### Signal wires on met4, run 1

Supply wires on this layer in gray.
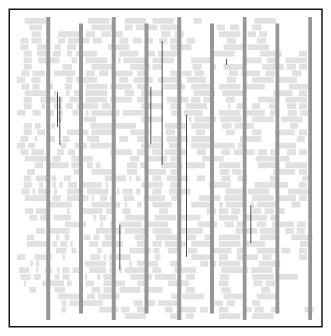
### Clock nets, run 1

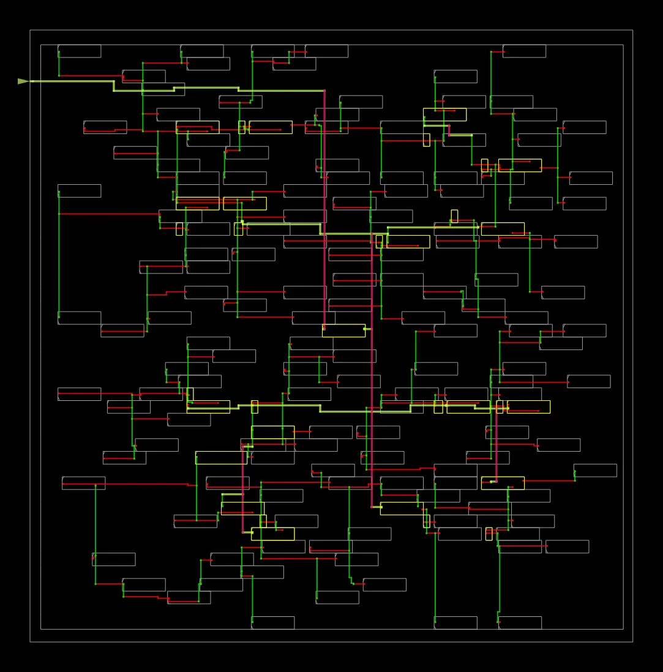
### M1 wires, run 1

Supply wires on this layer in gray.
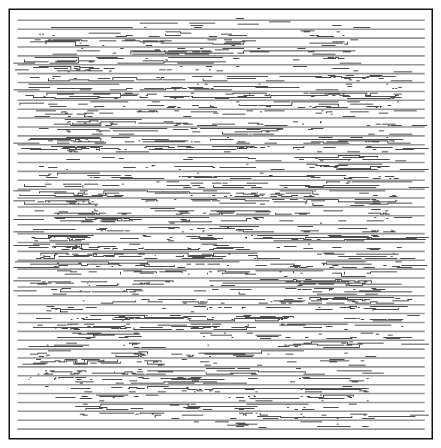
Design imem_fetch_unit, sky130hd; sources not shown.
==> notes.md, run 1 <==
Implementation results.

The run finished with clean final reports. The register with the most flip-flops in the layout has around 64 of them. The slowest stage of the critical path belongs to the cell clkdlybuf4s50_1.

The worst-case IR drop observed on VDD is 0.239 mV. The analysis attributes to cell leakage a power of approximately 3.7 nW. The async set-or-reset flop fraction in the synthesized netlist is 100%. According to the hold report, the worst path is of the reg2reg type. For reference, the critical path cell chain is clkdlybuf4s50_1 -> buf_4 -> mux2i_1 -> inv_1 -> clkdlybuf4s50_1. Hold is met by 502 ps. The CTS tree is yes. The multiplexer area fraction after synthesis is about a third. Of the synthesized area, sequential elements account for between 50 and 60%. On the worst setup and hold paths after CTS, the clock-pin slew comes to ~50 ps. The worst slew slack as a fraction of its limit is 36.2%. In the routed layout, each cell is associated on average with a via count of about 5.3. Setup repair after global routing left no endpoint under its margin. The area fraction in and, or, nand and nor cells is 3.56%. The critical path launch point type is a primary input. The switching component of the power was reported as between 1 and 1.5 mW. The utilization of the core after routing is 52.5%. Per the OpenROAD floorplan log, the height of the die is about 130 microns.

Summing every instance area after synthesis gives slightly below 7000 sq um. Data arrives at the worst endpoint at just under 3000 ps. The number of H-tree levels is 4.

In this design, the stage delay of the slowest critical-path cell is about 470 ps. Summing the areas of all xor and xnor instances in the mapped netlist gives under 10% of the synthesized area. The total number of nets in the final design is about 550. The most repeated library cell on the critical path is clkdlybuf4s50_1.

The register bit count reported by yosys is 146. After floorplanning, the core was sized to cover about 16000 sq um. STA puts the critical path data required time at about 4500 ps. The number of top-level pins is about 74. The number of design-rule violations left by the first detailed-router iteration is between 100 and 150. The number of cells traversed by the worst hold path is 1.

The setup slack of the most critical reg-to-reg path is about 2800 ps. The largest family of logic cells by area is multiplexers. The group drawing the most power is registers. The maximum fanout along the worst path is 34.
-- 'Signal wires on met4' (at the start) --
share of all routed wire: 1.4%
longest straight run: 58.5 microns
via total after detailed routing: 3901
routed wire length: 14.5 mm

-- 'Clock nets' (at the start) --
clock net sink count: 146
number of sequential cells in the layout: 146

-- 'M1 wires' (at the start) --
wire length on this layer: 6740 microns
main direction: horizontal
longest straight run: 47.6 microns
nets with wire on the layer: 508
met1 Track Usage GR: 24.1%

==> run 1: kinds of logic (layout without fill, tap and decap cells) <==
logic type      count (synthesis)  after routing
compound gates                 22             22
buf+inv                        27            117
fa+ha+maj                      10             10
simple gates                   41             41
flops                         146            146
mux                           165            165
xor+xnor                       20             20
==> run 1: per-layer routing <==
layer  track usage [%]  part of all wire, %  up-vias
li1                  -                    -     1746
met1              24.1                   46     2055
met2              29.6                   49       81
met3              4.56                  3.3       19
met4              6.46                  1.4        0
met5                 0                    0        -
==> run 1: stage by stage <==
step	area [sq um]	cells
after floorplan	6750	431
after global placement	7670	705
after detailed placement	7670	705
after CTS	8180	737
after global routing	8180	737
final	8180	737
==> run 1: critical path, delay by kind of cell <==
family | cells | cell delay (ps)
buf+inv | 4 | 1410
mux | 1 | 400
### Signal wires on met3, run 1

The bar under the picture is 50 microns long.
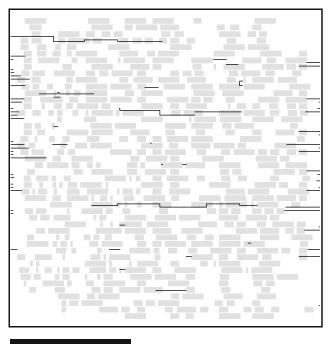

==> run 1 -> run 2 <==
--- a/config.mk
+++ b/config.mk
@@ -8,11 +8,11 @@
 export CAP_MARGIN = 20
 export CELL_PAD_IN_SITES_DETAIL_PLACEMENT = 1
 export CELL_PAD_IN_SITES_GLOBAL_PLACEMENT = 2
-export CORE_AREA = 2 2 127 129
+export CORE_AREA = 2 2 132 134
 export CTS_BUF_LIST = sky130_fd_sc_hd__clkbuf_16
 export CTS_CLUSTER_SIZE = 10
 export DETAILED_ROUTE_END_ITERATION = 12
-export DIE_AREA = 0 0 129 131
+export DIE_AREA = 0 0 134 136
 export HOLD_SLACK_MARGIN = 0.05
 export PLACE_DENSITY_LB_ADDON = 0.12
 export SYNTH_ARGS = -nofsm -noshare
==> constraint.sdc (replaced) <==
create_clock -name clock -period 4 [get_ports clock]
set_input_delay 0.8 -clock clock [delete_from_list [all_inputs] [get_ports clock]]
set_output_delay 0.8 -clock clock [all_outputs]
set_load 0.005 [all_outputs]
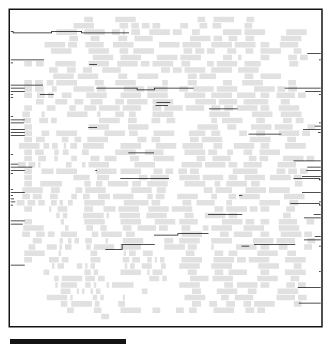
*Signal wires on met3, run 2*
The bar under the picture is 50 microns long.
nets with wire on the layer: 59
longest straight run: 20.7 microns
routed wire length: 14.4 mm
routing usage on met3: 4.29%
via total after detailed routing: 3944

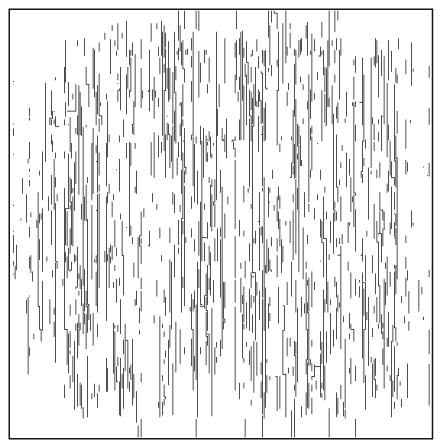
*Metal 2, run 2*
main direction: vertical
longest straight run: 53.4 microns
met2 Use GR: 29.7%

==> notes.md, run 2 <==
Implementation results.

The maximum fanout along the worst path is 13 (was 34). The async set-or-reset flop fraction in the synthesized netlist is 100% (unchanged). The highest ir drop seen on vdd is 0.317 mV (was 0.239 mV). The number of standard cells in the layout, taps in and fillers out was 755 (was 737). The smallest hold slack came to 449 ps (was 502 ps).

The share of the synthesized netlist area taken by xor and xnor gates came to 2.59% (unchanged). The total number of nets in the final design is 561 (was 551). The layout sequential cell count was 146 (unchanged). The worst slew slack as a fraction of its limit was 47.0% (was 36.2%). The area of the mapped netlist is 6750 sq um (unchanged). The clock-pin slew on the worst setup and hold paths is 60 ps (was 50 ps). The power spent charging and discharging nets came to 1.72 mW (was 1.22 mW).

The number of clock sinks is 146 (unchanged). The group drawing the most power is registers (unchanged). The critical path launch point type is a primary input (unchanged). The leading register cell type out of synthesis is dfrtp_1 (unchanged).

Setup repair after global routing missed its margin: no (unchanged). The arrival time at the worst endpoint is 2600 ps (was 2930 ps). The worst setup timing slack at the placement stage is 516 ps (was 1530 ps). The final instance area came to 8400 sq um (was 8180 sq um).

The number of top-level pins came to 74 (unchanged). The setup slack of the most critical reg-to-reg path is 1220 ps (was 2750 ps). The register area share after synthesis is 54.1% (unchanged).

The vertical extent of the die was 136 microns (was 131 microns). The total instance count after detailed placement is 724 (was 705). The register bit count reported by yosys is 146 (unchanged). The reported leakage power is 3.79 nW (was 3.69 nW). The placeable core region is 16900 sq um (was 15600 sq um). Outcome: finished clean (unchanged). The number of design-rule violations left by the first detailed-router iteration is 125 (was 138).

The number of H-tree levels came to 4 (unchanged). The required time at the endpoint of the critical path is 3200 ps (was 4480 ps). The row count is 48 (was 46).

The largest family of logic cells by area is multiplexers (unchanged). The total inserted antenna cells is 0 (unchanged). The area of placed instances is 7810 sq um (was 7670 sq um). The multiplexer area fraction after synthesis is 32.6% (unchanged).

The CTS tree is yes (unchanged). The path type of the worst min-delay path is in2async (was reg2reg).
-- run 2: cell types whose count changed in the layout (fill, tap and decap cells not counted) --
cell        change
buf_12          +4
buf_4           +6
bufinv_16       +2
clkinv_1        -7
clkinv_4        +4
clkinvlp_4      +2
inv_1           -3
inv_6           +1
-- run 2: per-layer routing --
metal  track usage, %  up-vias  share of wire (%)
li1                 -     1774                  -
met2             29.7       78                 50
met4             4.96        0                1.0
met5                0        -                  0
met3             4.29       12                3.6
met1             22.4     2080                 45
-- run 2: critical path: stages --
cell and delay (ps):
clkdlybuf4s50_1 610, buf_4 240, mux2i_1 340, inv_1 130, clkdlybuf4s50_1 470
Power is estimated from default activity; no workload was simulated.
